==> run_1/m1.png <==
Bar = 50 um.
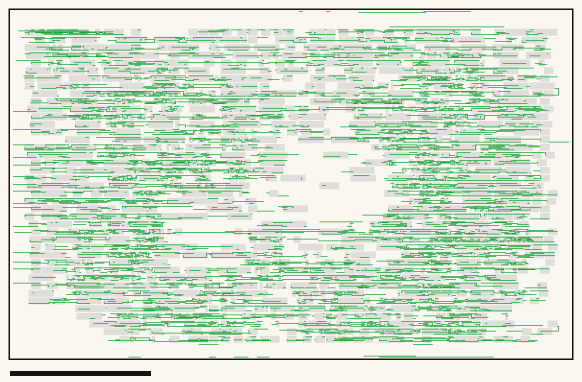
==> run_1/m2.png <==
Bar = 50 um.
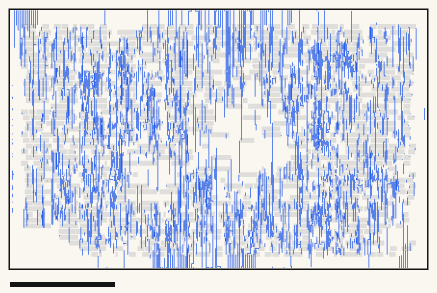
==> run_1/m3.png <==
Bar = 50 um.
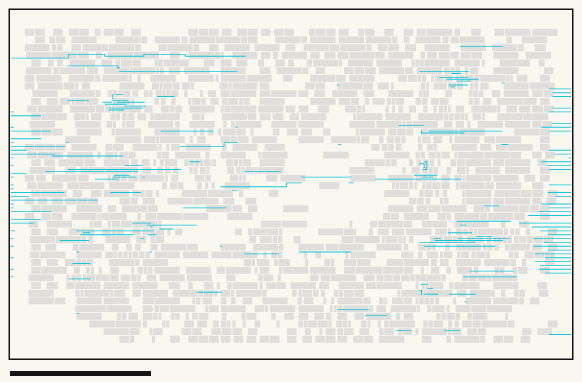
==> src/rtl/ccg_signature_engine_pkg.sv <==
// Shared types and helpers for the CCG signature engine and its MISR.
package ccg_sig_pkg;

  typedef enum logic [1:0] {
    S_IDLE  = 2'd0,
    S_DRIVE = 2'd1,
    S_DRAIN = 2'd2,
    S_DONE  = 2'd3
  } state_e;

  localparam logic [31:0] LFSR_TAPS    = 32'h8020_0003;
  localparam logic [31:0] POLY_DEFAULT = 32'h04C1_1DB7;

  // One MISR shift of a w-bit register (w <= 32); bits above w are forced to 0.
  function automatic logic [31:0] misr_step(input logic [31:0] sig, input logic [31:0] poly,
                                            input logic [31:0] din, input int w);
    logic [31:0] mask;
    logic [31:0] r;
    mask = (w >= 32) ? '1 : ((32'd1 << w) - 32'd1);
    r    = (sig << 1) ^ (sig[5'(w - 1)] ? poly : 32'd0) ^ din;
    return r & mask;
  endfunction

  function automatic logic [31:0] lfsr_step(input logic [31:0] s);
    return s[0] ? ((s >> 1) ^ LFSR_TAPS) : (s >> 1);
  endfunction

endpackage

==> src/rtl/ccg_signature_engine_if.sv <==
// Control/result bus between the dataset-labelling controller and the signature engine.
interface ccg_sig_if #(
  parameter int N_OUT = 5,
  parameter int SIG_W = 32,
  parameter int CNT_W = 16
) ();
  logic                   start_i;
  logic                   mode_i;
  logic [CNT_W-1:0]       count_i;
  logic [31:0]            seed_i;
  logic                   busy_o;
  logic                   done_o;
  logic [SIG_W-1:0]       signature_o;
  logic [N_OUT*CNT_W-1:0] ones_o;

  modport slave  (input start_i, mode_i, count_i, seed_i,
                  output busy_o, done_o, signature_o, ones_o);
  modport master (output start_i, mode_i, count_i, seed_i,
                  input busy_o, done_o, signature_o, ones_o);
endinterface

==> src/rtl/ccg_signature_engine_misr.sv <==
// Multiple-input signature register with synchronous clear (priority) and enable.
module ccg_misr import ccg_sig_pkg::*; #(
  parameter int          SIG_W = 32,
  parameter logic [31:0] POLY  = POLY_DEFAULT,
  parameter int          DIN_W = 5
) (
  input  logic             clk,
  input  logic             rst_n,
  input  logic             clr_i,
  input  logic             en_i,
  input  logic [DIN_W-1:0] din_i,
  output logic [SIG_W-1:0] sig_o
);
  logic [SIG_W-1:0] sig_q, sig_d;

  always_comb begin
    sig_d = sig_q;
    if (clr_i)     sig_d = '0;
    else if (en_i) sig_d = SIG_W'(misr_step(32'(sig_q), POLY, 32'(din_i), SIG_W));
  end

  always_ff @(posedge clk or negedge rst_n) begin
    if (!rst_n) sig_q <= '0;
    else        sig_q <= sig_d;
  end

  assign sig_o = sig_q;
endmodule

==> src/rtl/ccg_signature_engine.sv <==
// Drives exhaustive or LFSR patterns into a (possibly pipelined) CUT and compacts its outputs.
//   state   | meaning
//   IDLE    | waiting for start; results held on the outputs
//   DRIVE   | one pattern per cycle, P cycles
//   DRAIN   | CUT_LAT cycles for in-flight CUT results
//   DONE    | one-cycle completion pulse, results presented
module ccg_signature_engine import ccg_sig_pkg::*; #(
  parameter int          N_IN    = 5,
  parameter int          N_OUT   = 5,
  parameter int          CUT_LAT = 0,
  parameter int          SIG_W   = 32,
  parameter logic [31:0] POLY    = POLY_DEFAULT,
  parameter int          CNT_W   = 16
) (
  input  logic            clk,
  input  logic            rst_n,
  ccg_sig_if.slave        bus,
  output logic [N_IN-1:0] x_o,
  input  logic [N_OUT-1:0] f_i
);
  localparam int               REM_W     = (N_IN + 1 > CNT_W) ? N_IN + 1 : CNT_W;
  localparam logic [REM_W-1:0] P_EXH     = REM_W'(1) << N_IN;
  localparam logic [3:0]       DRAIN_LEN = 4'(CUT_LAT);
  localparam logic [CNT_W-1:0] ONES_MAX  = '1;

  state_e           state_q, state_d;
  logic             accept, drive, sample;
  logic             mode_q, mode_d;
  logic [REM_W-1:0] rem_q, rem_d, p_req;
  logic [3:0]       drn_q, drn_d;
  logic [31:0]      lfsr_q, lfsr_d, seed_eff;
  logic [N_IN-1:0]  x_q, x_d;
  logic [CNT_W-1:0] ones_q [N_OUT];
  logic [CNT_W-1:0] ones_d [N_OUT];
  logic [CNT_W-1:0] ones_out_q [N_OUT];
  logic [SIG_W-1:0] sig_cur, sig_out_q;

  assign p_req    = bus.mode_i ? REM_W'(bus.count_i) : P_EXH;
  assign seed_eff = (bus.seed_i == 32'd0) ? 32'd1 : bus.seed_i;

  always_ff @(posedge clk or negedge rst_n) begin
    if (!rst_n) state_q <= S_IDLE;
    else        state_q <= state_d;
  end

  always_comb begin
    state_d = state_q;
    unique case (state_q)
      S_IDLE:  if (bus.start_i) state_d = (p_req == '0) ? S_DONE : S_DRIVE;
      S_DRIVE: if (rem_q == REM_W'(1)) state_d = (CUT_LAT == 0) ? S_DONE : S_DRAIN;
      S_DRAIN: if (drn_q == 4'd1) state_d = S_DONE;
      S_DONE:  state_d = S_IDLE;
      default: state_d = S_IDLE;
    endcase
  end

  // Results are shown live from the compaction registers during DONE, then held.
  always_comb begin
    accept          = (state_q == S_IDLE) && bus.start_i;
    drive           = (state_q == S_DRIVE);
    bus.busy_o      = (state_q == S_DRIVE) || (state_q == S_DRAIN);
    bus.done_o      = (state_q == S_DONE);
    bus.signature_o = (state_q == S_DONE) ? sig_cur : sig_out_q;
    bus.ones_o      = '0;
    for (int j = 0; j < N_OUT; j++)
      bus.ones_o[j*CNT_W +: CNT_W] = (state_q == S_DONE) ? ones_q[j] : ones_out_q[j];
  end

  always_comb begin
    mode_d = mode_q;
    rem_d  = rem_q;
    drn_d  = drn_q;
    lfsr_d = lfsr_q;
    x_d    = x_q;
    if (accept) begin
      mode_d = bus.mode_i;
      rem_d  = p_req;
      lfsr_d = seed_eff;
      if (p_req != '0) x_d = bus.mode_i ? seed_eff[N_IN-1:0] : '0;
    end else if (drive) begin
      rem_d = rem_q - REM_W'(1);
      drn_d = DRAIN_LEN;
      if (rem_q != REM_W'(1)) begin
        lfsr_d = lfsr_step(lfsr_q);
        x_d    = mode_q ? lfsr_d[N_IN-1:0] : x_q + N_IN'(1);
      end
    end else if (state_q == S_DRAIN) begin
      drn_d = drn_q - 4'd1;
    end
  end

  always_comb begin
    for (int j = 0; j < N_OUT; j++) begin
      ones_d[j] = ones_q[j];
      if (accept) ones_d[j] = '0;
      else if (sample && f_i[j] && (ones_q[j] != ONES_MAX)) ones_d[j] = ones_q[j] + CNT_W'(1);
    end
  end

  always_ff @(posedge clk or negedge rst_n) begin
    if (!rst_n) begin
      mode_q    <= 1'b0;
      rem_q     <= '0;
      drn_q     <= '0;
      lfsr_q    <= 32'd1;
      x_q       <= '0;
      sig_out_q <= '0;
      for (int j = 0; j < N_OUT; j++) begin
        ones_q[j]     <= '0;
        ones_out_q[j] <= '0;
      end
    end else begin
      mode_q <= mode_d;
      rem_q  <= rem_d;
      drn_q  <= drn_d;
      lfsr_q <= lfsr_d;
      x_q    <= x_d;
      for (int j = 0; j < N_OUT; j++) ones_q[j] <= ones_d[j];
      if (state_q == S_DONE) begin
        sig_out_q <= sig_cur;
        for (int j = 0; j < N_OUT; j++) ones_out_q[j] <= ones_q[j];
      end
    end
  end

  // Tag pipe: the CUT output for a pattern is valid when its tag reaches the last stage.
  generate
    if (CUT_LAT == 0) begin : g_comb_cut
      assign sample = drive;
    end else begin : g_pipe_cut
      logic [CUT_LAT-1:0] vld_q;
      always_ff @(posedge clk or negedge rst_n) begin
        if (!rst_n)      vld_q <= '0;
        else if (accept) vld_q <= '0;
        else             vld_q <= (vld_q << 1) | CUT_LAT'(drive);
      end
      assign sample = vld_q[CUT_LAT-1];
    end
  endgenerate

  ccg_misr #(.SIG_W(SIG_W), .POLY(POLY), .DIN_W(N_OUT)) u_misr (
    .clk   (clk),
    .rst_n (rst_n),
    .clr_i (accept),
    .en_i  (sample),
    .din_i (f_i),
    .sig_o (sig_cur)
  );

  assign x_o = x_q;
endmodule

==> src/flat_wrapper.sv <==
// flat-port wrapper written by rule: the top's interface ports become plain ports
module ccg_signature_engine_flat import ccg_sig_pkg::*;
#(
  parameter int          N_IN    = 5,
  parameter int          N_OUT   = 5,
  parameter int          CUT_LAT = 0,
  parameter int          SIG_W   = 32,
  parameter logic [31:0] POLY    = POLY_DEFAULT,
  parameter int          CNT_W   = 16
)
  (clk, rst_n, x_o, f_i, bus_start_i, bus_mode_i, bus_count_i, bus_seed_i, bus_busy_o, bus_done_o, bus_signature_o, bus_ones_o);
  ccg_sig_if #(.N_OUT(N_OUT), .SIG_W(SIG_W), .CNT_W(CNT_W)) bus_i ();
  input  logic clk;
  input  logic rst_n;
  output logic [N_IN-1:0] x_o;
  input  logic [N_OUT-1:0] f_i;
  input wire logic [$bits(bus_i.start_i)-1:0] bus_start_i;
  input wire logic [$bits(bus_i.mode_i)-1:0] bus_mode_i;
  input wire logic [$bits(bus_i.count_i)-1:0] bus_count_i;
  input wire logic [$bits(bus_i.seed_i)-1:0] bus_seed_i;
  output wire logic [$bits(bus_i.busy_o)-1:0] bus_busy_o;
  output wire logic [$bits(bus_i.done_o)-1:0] bus_done_o;
  output wire logic [$bits(bus_i.signature_o)-1:0] bus_signature_o;
  output wire logic [$bits(bus_i.ones_o)-1:0] bus_ones_o;
  assign bus_i.start_i = bus_start_i;
  assign bus_i.mode_i = bus_mode_i;
  assign bus_i.count_i = bus_count_i;
  assign bus_i.seed_i = bus_seed_i;
  assign bus_busy_o = bus_i.busy_o;
  assign bus_done_o = bus_i.done_o;
  assign bus_signature_o = bus_i.signature_o;
  assign bus_ones_o = bus_i.ones_o;
  ccg_signature_engine #(.N_IN(N_IN), .N_OUT(N_OUT), .CUT_LAT(CUT_LAT), .SIG_W(SIG_W), .POLY(POLY), .CNT_W(CNT_W)) u_core (.clk(clk), .rst_n(rst_n), .bus(bus_i), .x_o(x_o), .f_i(f_i));
endmodule
==> config.mk <==
export PLATFORM = sky130hd
export DESIGN_NAME = ccg_signature_engine_flat
export DESIGN_NICKNAME = d
export VERILOG_FILES = /design/src/rtl/ccg_signature_engine_pkg.sv /design/src/rtl/ccg_signature_engine_if.sv /design/src/rtl/ccg_signature_engine_misr.sv /design/src/rtl/ccg_signature_engine.sv /design/src/flat_wrapper.sv
export SDC_FILE = /design/constraint.sdc
export NUM_CORES = 1
export LEC_CHECK = 0
export CAP_MARGIN = 5
export CORE_ASPECT_RATIO = 0.6
export CORE_MARGIN = 5
export CORE_UTILIZATION = 54
export DETAILED_ROUTE_END_ITERATION = 7
export GPL_ROUTABILITY_DRIVEN = 0
export PLACE_DENSITY = 0.8
export SLEW_MARGIN = 20
export SYNTH_ARGS = -nofsm -noshare
export SYNTH_HDL_FRONTEND = slang
export SYNTH_SLANG_ARGS = --single-unit
==> constraint.sdc <==
create_clock -name clk -period 3.1 [get_ports clk]
set_input_delay 0.465 -clock clk [delete_from_list [all_inputs] [get_ports clk]]
set_output_delay 0.465 -clock clk [all_outputs]
set_load 0.005 [all_outputs]
==> impl_metrics.toml, run 1 <==
# flow metrics
[logic_synthesis]
synth_top_area_share = 0.544
ys.flop_type = "dfrtp_1"
ys_chip_area_sq_um = 11600
most_common_cell = "dfrtp_1"
ys_ff = 253
ys_warn_count = 0
async_flop_share = 1.00
floorplan.nets = 1123
common_cells = "dfrtp_1 (252), mux2_2 (85), nand2_1 (85), nor2_1 (80), a21oi_1 (47)"
postSynthAreaPerCell_sq_um = 11.0
ys_types = 57
ys_seq_frac = 0.546
synth.cell_area_sq_um = 11600
yosys-stat-cells = 1051
edf_count = 0
post-synth-top-area-cell = "dfrtp_1"
synthCells = 1051
topCellsByArea = "dfrtp_1 (54%), mux2_2 (8.3%), xnor2_1 (3.5%), mux2i_1 (3.3%), nand2_1 (2.8%)"

[min_path]
worstHoldStart = "u_core.ones_out_q[62]$_DFFE_PN0P_"
hold_class = "flip-flop to flip-flop"
min_path_cells = 1
holdPathEnd = "u_core.ones_out_q[62]$_DFFE_PN0P_"

[die]
io_pins = 176
core_area_sq_um = 21100
floorplan.core_util = 0.550
fp.dieH_um = 123
chip_area_sq_um = 24600
fp-row-count = 41
die_w_um = 199

[worst_setup_path]
path_max_fanout = 24
crit_path_end_kind = "output port"
crit_type = "flip-flop to output port"
r2r.worst_path.cells = 7
crit_start = "u_core.state_q[1]$_DFFE_PN0P_"
rrSetupSlack_ns = 0.62
required_ns = 2.63
regToRegEndpoint = "u_core.rem_q[15]$_DFFE_PN0P_"
worstPathArrival_ns = 2.39
cp-start-kind = "flip-flop"
r2r_start = "u_core.state_q[1]$_DFFE_PN0P_"

[cells_and_area]
layout-drive-gt1-share = 0.136
nets = 1289
antenna_cells = 0
syn_to_final_growth_pct = 25.3
mostFrequentLayoutCell = "dfrtp_1"
fin_area_sq_um = 14500
fillCellCount = 1551
fin_cells = 1514
layout_top_cells = "dfrtp_1 (252), clkdlybuf4s50_1 (174), mux2_2 (85)"

[final_timing]
drv_slew = 0
finClkSkew_ns = 0.0123
rsz0062_at_grt = "no"
setup_ws_ns = 0.242
fmax_ghz = 0.350
finalSetupViolations = 0
tns_ns = 0
worst_pin_slew_ns = 0.728
period_used_share = 0.922
finalHoldViolCount = 0
slew_headroom = 0.514
period_needed_ns = 2.86

[clocking]
cts.sinks = 253
clkLatencyLatePin_ns = 0.51
clkTransAtPathRegs_ns = 0.07
h-tree-depth = 1
tritoncts = "built"
post_cts.repair.setup_buffers = 0
clockRootBuffer = "clkbuf_16"
cts_buffer_depth = 3
cts_made_buffers = 24

[global_routing]
grt_first_pass_wirelength_mm = 43.9
grt_pass1_vias = 8412
grt_remaining_overflow = 0
gr-usage-all-layers = 0.217
grt_max_degree = 91
antenna_found_initial = 0

[placement]
post-dp-hpwl_mm = 18.6
pre_cts_ws_ns = 0.290
dp_cells = 1469
postPlaceCellArea_sq_um = 13700
portBuffers = 175

[power]
powerDensity_nw_per_um2 = 514
vdd_drop_max_mv = 0.414
p_leak_nw = 6.18
power_mw = 7.47

[routing]
remaining_drc_errors = 0
post_drt_wl_per_cell_um = 17.6
ant_nets = 0
dr.pass1.iters = 5
viasPerCell = 5.58
drtIter0Drc = 537

[run]
warnings = 32
cap_violations = 0

[run_status]
status = "completed"
Notes on m1.png above:
- wire length on this layer: 13,300 um
- nets with wire on the layer: 1,194
- longest straight run: 43.7 um
met1 usage: 0.344
Post-Route WL: 26.7 mm
via count of the routed design: 8,455

Notes on m2.png above:
- share of all routed wire: 43%
- wire length on this layer: 11,600 um
- nets with wire on the layer: 1,090
- main direction: vertical

Notes on m3.png above:
- main direction: horizontal
- longest straight run: 41.6 um
- share of all routed wire: 5.7%
- wire length on this layer: 1,510 um
grt met3 use: 0.0324

run 1: power by group:
part | internal [mW] | total, mW | leakage (nW) | switching, mW
sequential | 3.50 | 3.79 | 3.30 | 0.292
clock | 1.73 | 2.98 | 0.389 | 1.25
combinational | 0.331 | 0.697 | 2.49 | 0.366
run 1: sequential cells by signal, summed over array words and instances (netlist names):
| signal | cells |
|---|---|
| u_core.ones_out_q | 80 |
| u_core.u_misr.sig_o | 1 |
| u_core.state_q | 2 |
| u_core.lfsr_q | 32 |
| u_core.sig_out_q | 32 |
| u_core.x_o | 5 |
| u_core.rem_q | 16 |
| u_core.ones_q | 80 |
| u_core.drn_q | 4 |
| u_core.mode_q | 1 |
run 1: kinds of logic after synthesis:
family	Yosys count	synth area share
xor+xnor	74	0.0559
mux	129	0.123
fa+ha+maj	15	0.0162
flops	253	0.546
compound gates	156	0.0806
simple gates	357	0.154
buf+inv	67	0.0239
run 1: area by class of cell:
class / count / area [sq um] / area share
multi-input cells: 731 / 5000 / 0.344
clock inverters: 12 / 126 / 0.00870
inverters: 13 / 48.8 / 0.00336
repair buffers: 194 / 1990 / 0.137
clock buffers: 32 / 682 / 0.0469
well taps: 279 / 349 / 0.0240
flip-flops and latches: 253 / 6330 / 0.436
run 1: per-stage QoR:
| step | hold WS, ns | util |
|---|---|---|
| global route | 0.508 | 0.689 |
| global placement | 0.479 | 0.650 |
| floorplan | 0.169 | - |
| finish | 0.496 | 0.689 |
| detailed placement | 0.484 | 0.650 |
| CTS | 0.499 | 0.689 |
run 1: critical path, cell delays in order (launching register included):
cell,delay [ns]
dfrtp_1,0.45
ha_4,0.26
buf_4,0.32
mux2_2,0.40
clkdlybuf4s50_1,0.45
run 1: per-layer routing:
metal | vias to the layer above | track usage | routed length (um)
met3 | 30 | 0.0324 | 1510
met2 | 238 | 0.327 | 11600
met1 | 4146 | 0.344 | 13300
met5 | - | 0 | 0
li1 | 4041 | - | -
met4 | 0 | 0.0303 | 328
run 1: worst max-delay path by stage:
stage                                               to  slack, ns
after floorplan           u_core.rem_q[15]$_DFFE_PN0P_       0.96
after global placement       u_core.x_o[4]$_DFFE_PN0P_       0.37
after detailed placement     u_core.x_o[2]$_DFFE_PN0P_       0.29
after CTS                                bus_ones_o[6]       0.19
after global routing                     bus_ones_o[8]       0.15
final                                   bus_ones_o[14]       0.24
run 1: timing repair:
action / in CTS / in global routing
hold buffers: 1 / 0
gates resized: 0 / 0
endpoints found under the hold margin: 22 / 0
==> run 1 -> run 2 <==
- GPL_ROUTABILITY_DRIVEN: 0 -> default
==> impl_metrics.toml, run 2 <==
# flow metrics
[run_status]
status = "completed"

[worst_setup_path]
crit_path_end_kind = "output port"
r2r_start = "u_core.state_q[1]$_DFFE_PN0P_"
r2r.worst_path.cells = 7
required_ns = 2.63
path_max_fanout = 24
crit_start = "u_core.state_q[1]$_DFFE_PN0P_"
crit_type = "flip-flop to output port"
cp-start-kind = "flip-flop"

[min_path]
hold_class = "flip-flop to flip-flop"
worstHoldStart = "u_core.ones_out_q[62]$_DFFE_PN0P_"
min_path_cells = 1

[final_timing]
drv_slew = 0
slew_headroom = 0.514
period_used_share = 0.922
rsz0062_at_grt = "no"
finalHoldViolCount = 0
holdWs_ns = 0.496
finalSetupViolations = 0
tns_ns = 0
worst_pin_slew_ns = 0.728
period_needed_ns = 2.86
fmax_ghz = 0.350

[clocking]
cts_buffer_depth = 3
post_cts.repair.setup_buffers = 0
clkTransAtPathRegs_ns = 0.07
cts.sinks = 253
h-tree-depth = 1
hold_buffers = 1
post_cts_resized = 0
clkLatencyLatePin_ns = 0.51
tritoncts = "built"
clockRootBuffer = "clkbuf_16"

[logic_synthesis]
floorplan.nets = 1123
most_common_cell = "dfrtp_1"
common_cells = "dfrtp_1 (252), mux2_2 (85), nand2_1 (85), nor2_1 (80), a21oi_1 (47)"
synth_top_area_share = 0.544
post-synth-top-area-cell = "dfrtp_1"
ys_chip_area_sq_um = 11600
ys_ff = 253
ys_seq_frac = 0.546
ys_types = 57
edf_count = 0
synthCells = 1051
topCellsByArea = "dfrtp_1 (54%), mux2_2 (8.3%), xnor2_1 (3.5%), mux2i_1 (3.3%), nand2_1 (2.8%)"
yosys-stat-cells = 1051
synth.cell_area_sq_um = 11600
ys_warn_count = 0
ys.flop_type = "dfrtp_1"
postSynthAreaPerCell_sq_um = 11.0
async_flop_share = 1.00

[power]
powerDensity_nw_per_um2 = 514
p_leak_nw = 6.18
vdd_drop_max_mv = 0.414

[routing]
dr_total_vias = 8455
ant_nets = 0
remaining_drc_errors = 0
post_drt_wl_per_cell_um = 17.6
dr.pass1.iters = 5
viasPerCell = 5.58

[cells_and_area]
largestRegisters = "u_core.ones_out_q x80, u_core.ones_q x80"
fin_area_sq_um = 14500
syn_to_final_growth_pct = 25.3
mostFrequentLayoutCell = "dfrtp_1"
nets = 1289
fin_cells = 1514
layout_top_cells = "dfrtp_1 (252), clkdlybuf4s50_1 (174), mux2_2 (85)"
antenna_cells = 0

[global_routing]
use_met2 = 0.327
grt_util_met3 = 0.0324
busiest_layer = "met1"
gr-usage-all-layers = 0.217
antenna_found_initial = 0
grt_max_degree = 91
grt_first_pass_wirelength_mm = 43.9
grt_remaining_overflow = 0
use_met1 = 0.344

[run]
warnings = 32
cap_violations = 0

[die]
core_area_sq_um = 21100
fp-row-count = 41
floorplan.core_util = 0.550
fp.dieH_um = 123
io_pins = 176
die_w_um = 199
chip_area_sq_um = 24600

[placement]
dp_cells = 1469
post-dp-hpwl_mm = 18.6
portBuffers = 175
postPlaceCellArea_sq_um = 13700
## run 2: cell counts in the layout (fill, tap and decap cells not counted)
No cell type changed its count.
## run 2: layer usage
| layer | up-vias | wire [um] |
|---|---|---|
| met1 | 4146 | 13300 |
| met3 | 30 | 1510 |
| met5 | - | 0 |
| met4 | 0 | 328 |
| li1 | 4041 | - |
| met2 | 238 | 11600 |
## run 2: cell families after synthesis
kind of cell	after synthesis	share of synthesized area
xor+xnor	74	0.0559
compound gates	156	0.0806
fa+ha+maj	15	0.0162
mux	129	0.123
simple gates	357	0.154
buf+inv	67	0.0239
flops	253	0.546
## run 2: path summary, 6_finish.rpt
| check | end | slack (ns) |
|---|---|---|
| setup / recovery | bus_ones_o[14] | 0.24 |
| hold / removal | u_core.ones_out_q[62]$_DFFE_PN0P_ | 0.50 |
| setup reg to reg | u_core.rem_q[15]$_DFFE_PN0P_ | 0.62 |
| hold reg to reg | u_core.ones_out_q[62]$_DFFE_PN0P_ | 0.50 |
| max in group asynchronous | u_core.ones_out_q[5]$_DFFE_PN0P_ | 1.68 |
| min in group asynchronous | u_core.x_o[4]$_DFFE_PN0P_ | 0.55 |
## run 2: through the flow
step / total power, mW / worst slack [ns]
after floorplan: 4.21 / 0.956
after global placement: 4.50 / 0.370
after detailed placement: 4.54 / 0.290
after CTS: 7.53 / 0.195
after global routing: 7.80 / 0.146
final: 7.47 / 0.242
## run 2: critical path: stages (launching register included)
cell and delay [ns]:
dfrtp_1 0.45, ha_4 0.26, buf_4 0.32, mux2_2 0.40, clkdlybuf4s50_1 0.45
## run 2: power breakdown
part           leakage (nW)  switching, mW  internal [mW]  total, mW
clock network         0.389           1.25           1.73       2.98
logic                  2.49          0.366          0.331      0.697
registers              3.30          0.292           3.50       3.79
## run 2: layout make-up
class                      instances  area, sq um
timing repair buffer             194         1990
tap                              279          349
multi-input combinational        731         5000
clock inverter                    12          126
inverter                          13         48.8
sequential                       253         6330
clock buffer                      32          682
fill                            1551         6560
==> run_2/m3.png <==
Bar = 50 um.
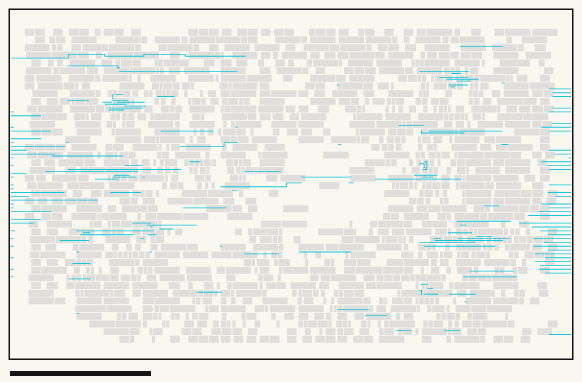

==> run_2/m1.png <==
Bar = 50 um.
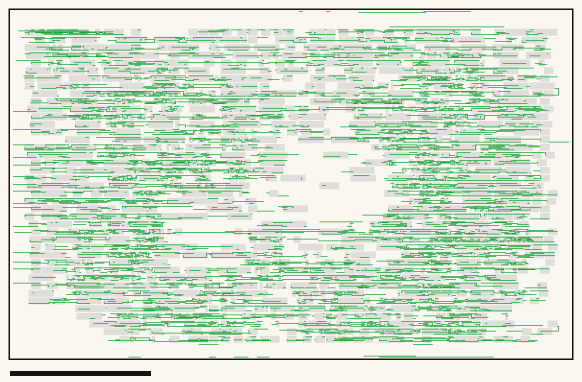

==> run 2 -> run 3 <==
- CAP_MARGIN: 5 -> default
- CORE_MARGIN: 5 -> 3
- CORE_UTILIZATION: 54 -> 59
- PLACE_DENSITY: 0.8 -> 0.86
- clock period: 3.1 -> 3.4 ns (I/O delays scaled with it)
==> impl_metrics.toml, run 3 <==
# flow metrics
[logic_synthesis]
yosys-stat-cells = 1051
ys_warn_count = 0
ys_types = 57
edf_count = 0
async_flop_share = 1.00
ys_chip_area_sq_um = 11600
floorplan.nets = 1123
postSynthAreaPerCell_sq_um = 11.0
ys.flop_type = "dfrtp_1"
most_common_cell = "dfrtp_1"
synth.cell_area_sq_um = 11600
synth_top_area_share = 0.544
ys_ff = 253

[final_timing]
slew_headroom = 0.482
fmax_ghz = 0.323
holdWs_ns = 0.0291
finClkSkew_ns = 0.0151
finalHoldViolCount = 0
rsz0062_at_grt = "no"
tns_ns = 0
drv_slew = 0

[clocking]
clkTransAtPathRegs_ns = 0.07
cts.sinks = 253
tritoncts = "built"
post_cts_resized = 0
h-tree-depth = 1
clkLatencyLatePin_ns = 0.52
cts_buffer_depth = 3
post_cts.repair.setup_buffers = 0
hold_buffers = 0

[min_path]
hold_class = "input pin to asynchronous set/reset pin"

[cells_and_area]
utilization = 0.756
layout-drive-gt1-share = 0.137
syn_to_final_growth_pct = 24.8
nets = 1290
fillCellCount = 1283
largestRegisters = "u_core.ones_out_q x80, u_core.ones_q x80"
mostFrequentLayoutCell = "dfrtp_1"

[power]
p_leak_nw = 6.18
pwr-share-comb = 0.094
p_int_mw = 5.02
switching_share = 0.257
powerDensity_nw_per_um2 = 467
pwr-share-seq = 0.514
power.switching_mw = 1.74

[routing]
ant_nets = 0
viasPerCell = 5.74
remaining_drc_errors = 0
post_drt_wl_per_cell_um = 18.2

[worst_setup_path]
path_max_fanout = 53
worstPathArrival_ns = 2.59
crit_path_end_kind = "output port"
cp-start-kind = "flip-flop"
required_ns = 2.89
rrSetupSlack_ns = 0.97
r2r_start = "u_core.rem_q[11]$_DFFE_PN0P_"

[global_routing]
grt_max_degree = 99
grt_first_pass_wirelength_mm = 44.9
antenna_found_initial = 0

[placement]
dp_cells = 1459

[die]
fp.dieH_um = 115
core_area_sq_um = 19100
die_w_um = 187
io_pins = 176

[run_status]
status = "completed"

[run]
warnings = 32
cap_violations = 0
[run 3: cell counts after synthesis]
No cell type changed its count.
[run 3: layout make-up]
class | instances | area [sq um] | share of cell area
multi-input cells | 731 | 5000 | 0.346
repair buffers | 196 | 1980 | 0.137
well taps | 266 | 333 | 0.0230
flip-flops and latches | 253 | 6330 | 0.438
inverters | 13 | 48.8 | 0.00337
clock buffers | 32 | 669 | 0.0463
clock inverters | 9 | 108 | 0.00744
[run 3: cell families after synthesis]
logic type | count (synthesis) | synth area share
AND/OR/NAND/NOR | 357 | 0.154
flip-flops | 253 | 0.546
AND-OR/OR-AND | 156 | 0.0806
multiplexers | 129 | 0.123
XOR/XNOR | 74 | 0.0559
buffers and inverters | 67 | 0.0239
adder cells (fa/ha/maj) | 15 | 0.0162
[run 3: worst max-delay path, stage by stage, from the launching register on]
cell and delay (ns):
dfrtp_1 0.44, ha_4 0.45, buf_12 0.31, mux2_2 0.38
clkdlybuf4s50_1 0.47
[run 3: worst max-delay path by stage]
stage                                        from        endpoint  slack (ns)  cells after the start
finish              u_core.state_q[0]$_DFFE_PN0P_   bus_ones_o[3]        0.30                      4
floorplan           u_core.state_q[1]$_DFFE_PN0P_   bus_ones_o[0]        1.25                      4
CTS                 u_core.state_q[1]$_DFFE_PN0P_  bus_ones_o[64]        0.27                      4
global route        u_core.state_q[1]$_DFFE_PN0P_   bus_ones_o[3]        0.17                      4
detailed placement  u_core.state_q[1]$_DFFE_PN0P_  bus_ones_o[64]        0.83                      4
global placement    u_core.state_q[0]$_DFFE_PN0P_   bus_ones_o[3]        0.86                      4
[run 3: layer usage]
metal	global-route usage	wire (um)	share of wire	vias to the layer above
met5	0	0	0	-
met4	0.0463	413	0.015	0
met3	0.0398	1580	0.058	39
met2	0.390	12000	0.44	275
met1	0.400	13300	0.49	4247
li1	-	-	-	4046
[run 3: per-stage QoR]
stage	worst slack, ns	power, mW
3_3_place_gp	0.862	4.12
4_1_cts	0.265	6.81
2_1_floorplan	1.25	3.84
6_report	0.302	6.76
5_1_grt	0.170	7.07
3_5_place_dp	0.830	4.15
[run 3: power groups by stage]
| stage | registers (mW) | logic (mW) | clock network, mW |
|---|---|---|---|
| floorplan | 3.41 | 0.432 | 0 |
| CTS | 3.47 | 0.639 | 2.70 |
| global route | 3.51 | 0.738 | 2.82 |
| global placement | 3.52 | 0.605 | 0 |
| finish | 3.48 | 0.638 | 2.65 |
| detailed placement | 3.52 | 0.633 | 0 |
==> run_3/m3.png <==
Bar = 50 um.
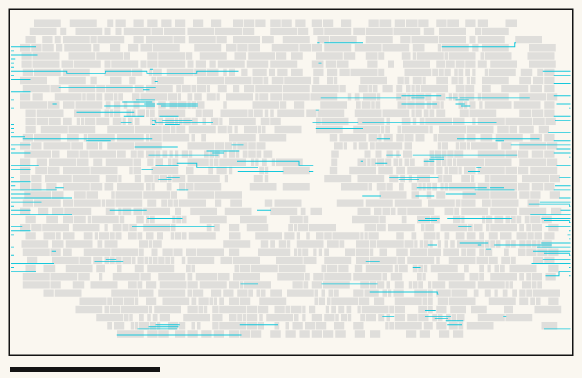
Post-Route WL: 27.4 mm
via count of the routed design: 8,607

==> run_3/m2.png <==
Bar = 50 um.
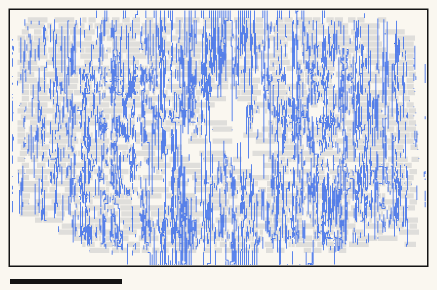
- wire length on this layer: 12,000 um
- main direction: vertical
- longest straight run: 37.7 um
- nets with wire on the layer: 1,111
- share of all routed wire: 44%

Power figures rest on the tool's default switching activity, not on a simulated workload.
